===== src/rtl/pc_redirect_ctrl_pkg.sv =====
// Shared word type, pipeline control encodings and redirect-controller enums.
package pc_redirect_ctrl_pkg;

    localparam int WORD_W = 32;

    typedef logic [WORD_W-1:0] WORD;

    typedef enum logic {
        STALL_NO  = 1'b0,
        STALL_YES = 1'b1
    } stall_pipeline_sig;

    typedef enum logic {
        BRANCH_FROM_WB_OFF = 1'b0,
        BRANCH_FROM_WB_ON  = 1'b1
    } branch_from_wb;

    typedef enum logic {
        TAKE_BRANCH_OFF = 1'b0,
        TAKE_BRANCH_ON  = 1'b1
    } take_branch_ctrl_sig;

    typedef enum logic [1:0] {
        RUN   = 2'd0,
        PEND  = 2'd1,
        ISSUE = 2'd2,
        FLUSH = 2'd3
    } pc_redirect_state_t;

    typedef enum logic [1:0] {
        SRC_NONE = 2'd0,
        SRC_WB   = 2'd1,
        SRC_EX   = 2'd2
    } redirect_src_t;

    // Thumb targets carry the mode flag in bit 0; the PC itself is halfword aligned.
    function automatic WORD thumb_align(input WORD addr);
        return {addr[WORD_W-1:1], 1'b0};
    endfunction

endpackage


===== src/rtl/pc_redirect_ctrl.sv =====
// PC redirect sequencer: arbitrates WB/EX redirects against stalls and drives
// the wrong-path flush window.
//
// state | meaning
// RUN   | no redirect in flight, fetch on correct path
// PEND  | redirect latched, waiting for hazard stall to clear
// ISSUE | one-cycle redirect strobe to the PC, stall forced low
// FLUSH | draining wrong-path instructions, counter runs on unstalled cycles
module pc_redirect_ctrl
    import pc_redirect_ctrl_pkg::*;
#(
    parameter int unsigned FLUSH_CYCLES = 2
) (
    input  logic                clk_i,
    input  logic                reset_i,
    input  stall_pipeline_sig   hazard_stall_i,
    input  branch_from_wb       wb_redirect_i,
    input  WORD                 wb_target_i,
    input  take_branch_ctrl_sig ex_redirect_i,
    input  WORD                 ex_target_i,
    output stall_pipeline_sig   stall_pipeline_o,
    output branch_from_wb       branch_from_wb_o,
    output take_branch_ctrl_sig take_branch_o,
    output WORD                 pop_pc_value_o,
    output WORD                 branch_pc_value_o,
    output logic                flush_if_id_o,
    output logic                flush_id_ex_o,
    output logic                fetch_valid_o
);

    localparam int CNT_W = 3;
    localparam logic [CNT_W-1:0] FLUSH_RELOAD = CNT_W'(FLUSH_CYCLES - 1);

    pc_redirect_state_t state_q, state_d;
    redirect_src_t      src_q, src_d;
    WORD                wb_tgt_q, wb_tgt_d;
    WORD                ex_tgt_q, ex_tgt_d;
    logic [CNT_W-1:0]   cnt_q, cnt_d;

    logic               wb_req;
    logic               ex_req;
    logic               stall;
    logic               wb_preempt;
    pc_redirect_state_t enter_state;

    assign wb_req      = (wb_redirect_i == BRANCH_FROM_WB_ON);
    assign ex_req      = (ex_redirect_i == TAKE_BRANCH_ON);
    assign stall       = (hazard_stall_i == STALL_YES);
    // Only an older WB redirect may displace an EX redirect already in flight.
    assign wb_preempt  = wb_req && (src_q == SRC_EX);
    assign enter_state = stall ? PEND : ISSUE;

    always_comb begin
        state_d  = state_q;
        src_d    = src_q;
        wb_tgt_d = wb_tgt_q;
        ex_tgt_d = ex_tgt_q;
        cnt_d    = cnt_q;

        case (state_q)
            RUN: begin
                if (wb_req) begin
                    src_d    = SRC_WB;
                    wb_tgt_d = thumb_align(wb_target_i);
                    state_d  = enter_state;
                end else if (ex_req) begin
                    src_d    = SRC_EX;
                    ex_tgt_d = thumb_align(ex_target_i);
                    state_d  = enter_state;
                end
            end
            PEND: begin
                if (wb_preempt) begin
                    src_d    = SRC_WB;
                    wb_tgt_d = thumb_align(wb_target_i);
                end
                if (!stall) begin
                    state_d = ISSUE;
                end
            end
            ISSUE: begin
                if (wb_preempt) begin
                    src_d    = SRC_WB;
                    wb_tgt_d = thumb_align(wb_target_i);
                    state_d  = enter_state;
                end else if (FLUSH_CYCLES == 1) begin
                    src_d   = SRC_NONE;
                    state_d = RUN;
                end else begin
                    cnt_d   = FLUSH_RELOAD;
                    state_d = FLUSH;
                end
            end
            FLUSH: begin
                if (wb_preempt) begin
                    src_d    = SRC_WB;
                    wb_tgt_d = thumb_align(wb_target_i);
                    state_d  = enter_state;
                end else if (!stall) begin
                    cnt_d = cnt_q - CNT_W'(1);
                    if (cnt_q == CNT_W'(1)) begin
                        src_d   = SRC_NONE;
                        state_d = RUN;
                    end
                end
            end
            default: begin
                src_d   = SRC_NONE;
                state_d = RUN;
            end
        endcase
    end

    always_ff @(posedge clk_i) begin
        if (reset_i) begin
            state_q  <= RUN;
            src_q    <= SRC_NONE;
            wb_tgt_q <= '0;
            ex_tgt_q <= '0;
            cnt_q    <= '0;
        end else begin
            state_q  <= state_d;
            src_q    <= src_d;
            wb_tgt_q <= wb_tgt_d;
            ex_tgt_q <= ex_tgt_d;
            cnt_q    <= cnt_d;
        end
    end

    always_comb begin
        stall_pipeline_o = hazard_stall_i;
        branch_from_wb_o = BRANCH_FROM_WB_OFF;
        take_branch_o    = TAKE_BRANCH_OFF;
        flush_if_id_o    = 1'b0;
        flush_id_ex_o    = 1'b0;
        fetch_valid_o    = !reset_i;

        if (!reset_i) begin
            case (state_q)
                ISSUE: begin
                    // The PC gives stall priority over redirects, so release it here.
                    stall_pipeline_o = STALL_NO;
                    if (src_q == SRC_WB) begin
                        branch_from_wb_o = BRANCH_FROM_WB_ON;
                    end
                    if (src_q == SRC_EX) begin
                        take_branch_o = TAKE_BRANCH_ON;
                    end
                    flush_if_id_o = 1'b1;
                    flush_id_ex_o = 1'b1;
                    fetch_valid_o = 1'b0;
                end
                FLUSH: begin
                    flush_if_id_o = 1'b1;
                    flush_id_ex_o = 1'b1;
                    fetch_valid_o = 1'b0;
                end
                default: begin
                end
            endcase
        end
    end

    assign pop_pc_value_o    = wb_tgt_q;
    assign branch_pc_value_o = ex_tgt_q;

endmodule


===== config.mk =====
export PLATFORM = sky130hd
export DESIGN_NAME = pc_redirect_ctrl
export DESIGN_NICKNAME = d
export VERILOG_FILES = /design/src/rtl/pc_redirect_ctrl_pkg.sv /design/src/rtl/pc_redirect_ctrl.sv
export SDC_FILE = /design/constraint.sdc
export NUM_CORES = 1
export LEC_CHECK = 0
export CAP_MARGIN = 20
export CORE_UTILIZATION = 30
export DETAILED_ROUTE_END_ITERATION = 8
export PLACE_DENSITY = 0.61
export RECOVER_POWER = 100
export SLEW_MARGIN = 5
export SYNTH_ARGS = -nofsm -noshare
export SYNTH_HDL_FRONTEND = slang
export SYNTH_SLANG_ARGS = --single-unit
export TNS_END_PERCENT = 20

===== constraint.sdc =====
create_clock -name clk_i -period 2.2 [get_ports clk_i]
set_input_delay 0.22 -clock clk_i [delete_from_list [all_inputs] [get_ports clk_i]]
set_output_delay 0.22 -clock clk_i [all_outputs]
set_load 0.005 [all_outputs]

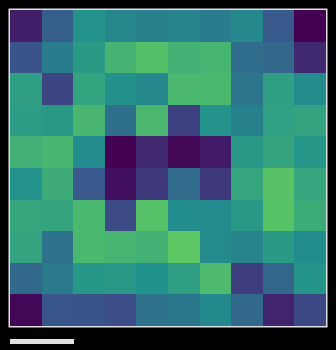
Figure 1: placement density heat map.
Bar = 20 µm. 10 x 10 tiles, from dark purple (low) to yellow (high), 0 to 100% covered.
The emptiest ninth of the die: middle. 4.0% of the tiles are nearly empty. The fullest tile reaches 74%.

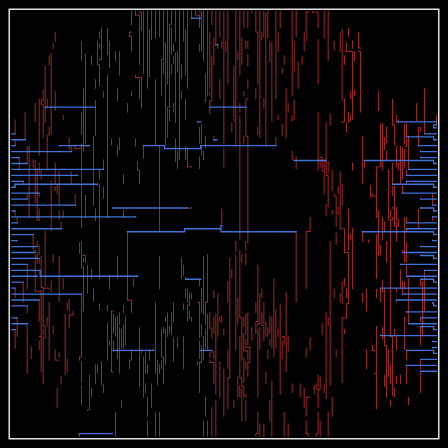
Figure 2: wiring by layer.
Two of the layers only.
Key: metal 3 = blue [wire length 650 µm]; metal 2 = red [wire length 3420 µm]

[cells in the mapped netlist, types with 2 or more instances]
| cell | instances | area share |
|---|---|---|
| buf_1 | 3 | 0.0041 |
| nand2b_1 | 4 | 0.0090 |
| buf_2 | 6 | 0.011 |
| nor3_1 | 3 | 0.0054 |
| o21ai_0 | 2 | 0.0036 |
| a22oi_1 | 2 | 0.0054 |
| clkbuf_1 | 16 | 0.022 |
| inv_1 | 4 | 0.0054 |
| nor3b_1 | 4 | 0.011 |
| dfxtp_1 | 69 | 0.50 |
| o21bai_1 | 2 | 0.0054 |
| nand2_1 | 132 | 0.18 |
| a21oi_1 | 66 | 0.12 |
| nand3b_1 | 2 | 0.0054 |
| buf_4 | 3 | 0.0081 |
| and3b_1 | 2 | 0.0063 |
| ha_1 | 7 | 0.032 |
| a211oi_1 | 2 | 0.0054 |
| nor2_1 | 7 | 0.0095 |
| and2_1 | 2 | 0.0045 |
[area by class of cell]
type | count | area, µm² | share of cell area
Clock buffer | 11 | 141.4 | 0.03211
Multi-Input combinational cell | 254 | 1255 | 0.2850
Inverter | 4 | 15.01 | 0.003410
Timing Repair Buffer | 145 | 1425 | 0.3237
Clock inverter | 5 | 50.05 | 0.01137
Sequential cell | 69 | 1381 | 0.3137
Tap cell | 108 | 135.1 | 0.03069
[state kept, by name, summed over array words and instances, names as in the netlist]
name               flops
src_q                  2
state_q                2
branch_pc_value_o     31
pop_pc_value_o        31
cnt_q                  3
[logic make-up (layout without fill, tap and decap cells)]
family | Yosys count | after routing | share of synthesized area
multiplexers | 2 | 2 | 0.007682
buffers and inverters | 32 | 165 | 0.05016
AND-OR/OR-AND | 82 | 82 | 0.1667
other | 1 | 2 | 0.001354
AND/OR/NAND/NOR | 161 | 161 | 0.2436
flip-flops | 69 | 69 | 0.4989
adder cells (fa/ha/maj) | 7 | 7 | 0.03163
[worst min path at each step]
stage | startpoint | endpoint | slack (ps) | depth (start not counted)
4_1_cts | ex_target_i[3] | branch_pc_value_o[3]$_SDFFE_PP0P_ | 410 | 3
3_5_place_dp | pop_pc_value_o[12]$_SDFFE_PP0P_ | pop_pc_value_o[12]$_SDFFE_PP0P_ | 440 | 2
2_1_floorplan | ex_target_i[10] | branch_pc_value_o[10]$_SDFFE_PP0P_ | 360 | 2
3_3_place_gp | pop_pc_value_o[23]$_SDFFE_PP0P_ | pop_pc_value_o[23]$_SDFFE_PP0P_ | 440 | 2
5_1_grt | ex_target_i[3] | branch_pc_value_o[3]$_SDFFE_PP0P_ | 410 | 3
6_report | reset_i | pop_pc_value_o[12]$_SDFFE_PP0P_ | 420 | 3
[report_power, final]
part	total (mW)	leakage [nW]	internal (mW)	switching (mW)
clock network	1.00	0.103	0.548	0.455
registers	1.59	0.565	1.47	0.121
logic	1.48	1.13	0.752	0.727
total	4.07	1.80	2.77	1.30
[per-layer routing]
| metal | part of all wire | global-route usage | wire (µm) |
|---|---|---|---|
| met5 | 0 | 0 | 0 |
| met4 | 0.015 | 0.06177 | 113 |
| met3 | 0.088 | 0.05512 | 649 |
| met2 | 0.46 | 0.2573 | 3418 |
| met1 | 0.44 | 0.1896 | 3221 |
==> impl_metrics.ini <==
; generated from flow reports
[critical_path]
reg2reg_depth = 6
critPathSlowestCell = clkdlybuf4s50_1
critPathRequiredTime_ps = 1980
r2r-end = branch_pc_value_o[9]$_SDFFE_PP0P_
endpoint = take_branch_o
crit_path_start_kind = flip-flop
crit_start = state_q[0]$_SDFFE_PP0P_
crit_buf_inv = 2
critPathCaptureType = primary output
worst_path_dominant_cell_family = buffers and inverters
r2r_setup_slack_ps = 330
slowest_delay_ps = 530
crit_cells = 5
crit_fanout = 7
rr_startpoint = state_q[1]$_SDFFE_PP0P_
cp.arrival_ps = 1870
path_class = flip-flop to primary output
path_cells = inv_1 > ha_2 > nand2b_1 > nor3b_1 > clkdlybuf4s50_1

[power_and_ir_drop]
power.density_nw_per_um2 = 925.5
p_leak_nw = 1.798
p_total_mw = 4.075
peakVddDrop_mv = 0.3688

[global_route]
grt_pass1_wl_mm = 12.17
grt-ovfl-total = 0
grt_max_degree = 40
grt_pass1_vias = 2583
grt_usage = 0.1576
antenna_found_initial = 0

[routing]
routedWlPerCell_um = 12.42
first_pass_iters = 6
drtAntennaViolNets = 0
routed_via_density = 4.584
drc_errors = 11
routed_wl_mm = 7.403
num_vias = 2732
drtIter0Drc = 111

[place]
place_inst = 580
io_buffers = 134
dp_slack_ps = 312.8
place.gp.congestion = 0.8110
dp_hpwl_mm = 5.134
dpl-instance-area_um2 = 4215

[worst_hold_path]
hold_path_class = input pin to flip-flop

[timing]
holdWs_ps = 422.3
fin_ws_ps = 113.3
setup_violations = 0
slew_viol_final = 0
period_needed_ps = 2087
slew_headroom = 0.5777
fin_skew_ps = 9.831
fmaxAchievable_mhz = 479.2
finalCritPeriodShare = 0.9485
tns_ps = 0
tightestPinTransition_ps = 633.4
hold_viol = 0
rsz0062_at_grt = true

[layout]
mostFrequentLayoutCells = 132 x nand2_1, 71 x clkdlybuf4s50_1, 69 x dfxtp_1
antenna_cells = 0
fill_cells = 885
finish.utilization = 0.4976
fin_nets = 559
layout_top_cell = nand2_1
syn_to_final_growth_pct = 59.01
stdcell_count = 596
design_area_um2 = 4403
drive_gt1_frac = 0.06352

[status]
status = complete, but fails checks
failed_checks = DRC

[run]
warnings = 34
maxCapViolations = 0

[floorplanning]
num_rows = 34
ios = 139
fp_util = 0.3129
core-area_um2 = 8848
die_area_um2 = 9618
die_y_um = 98.07
die-width_um = 98.07

[synth]
syn_area_per_cell_um2 = 7.822
async_reset_ff_frac = 0
synth_stat.cells = 354
syn_inst = 354
ys.flop_type = dfxtp_1
syn_area_um2 = 2769
ys_ff = 69
ys_warn_count = 0
yosys_area_um2 = 2769
postSynthSeqShare = 0.4989
synth_cell_types = 36
synth-edff-count = 0

[clock_tree]
post_cts_resized = 0
clock_path_buffers = 2
post_cts_buffers = 0
clock-sinks = 69
cts-root-buf = clkbuf_8
cts_tree = built
numCtsBuffers = 9
cts_hold_buf = 0
clk_latency_ps = 330
clk_pin_slew_ps = 70
h-tree-depth = 3
Power and IR drop assume default switching activity.
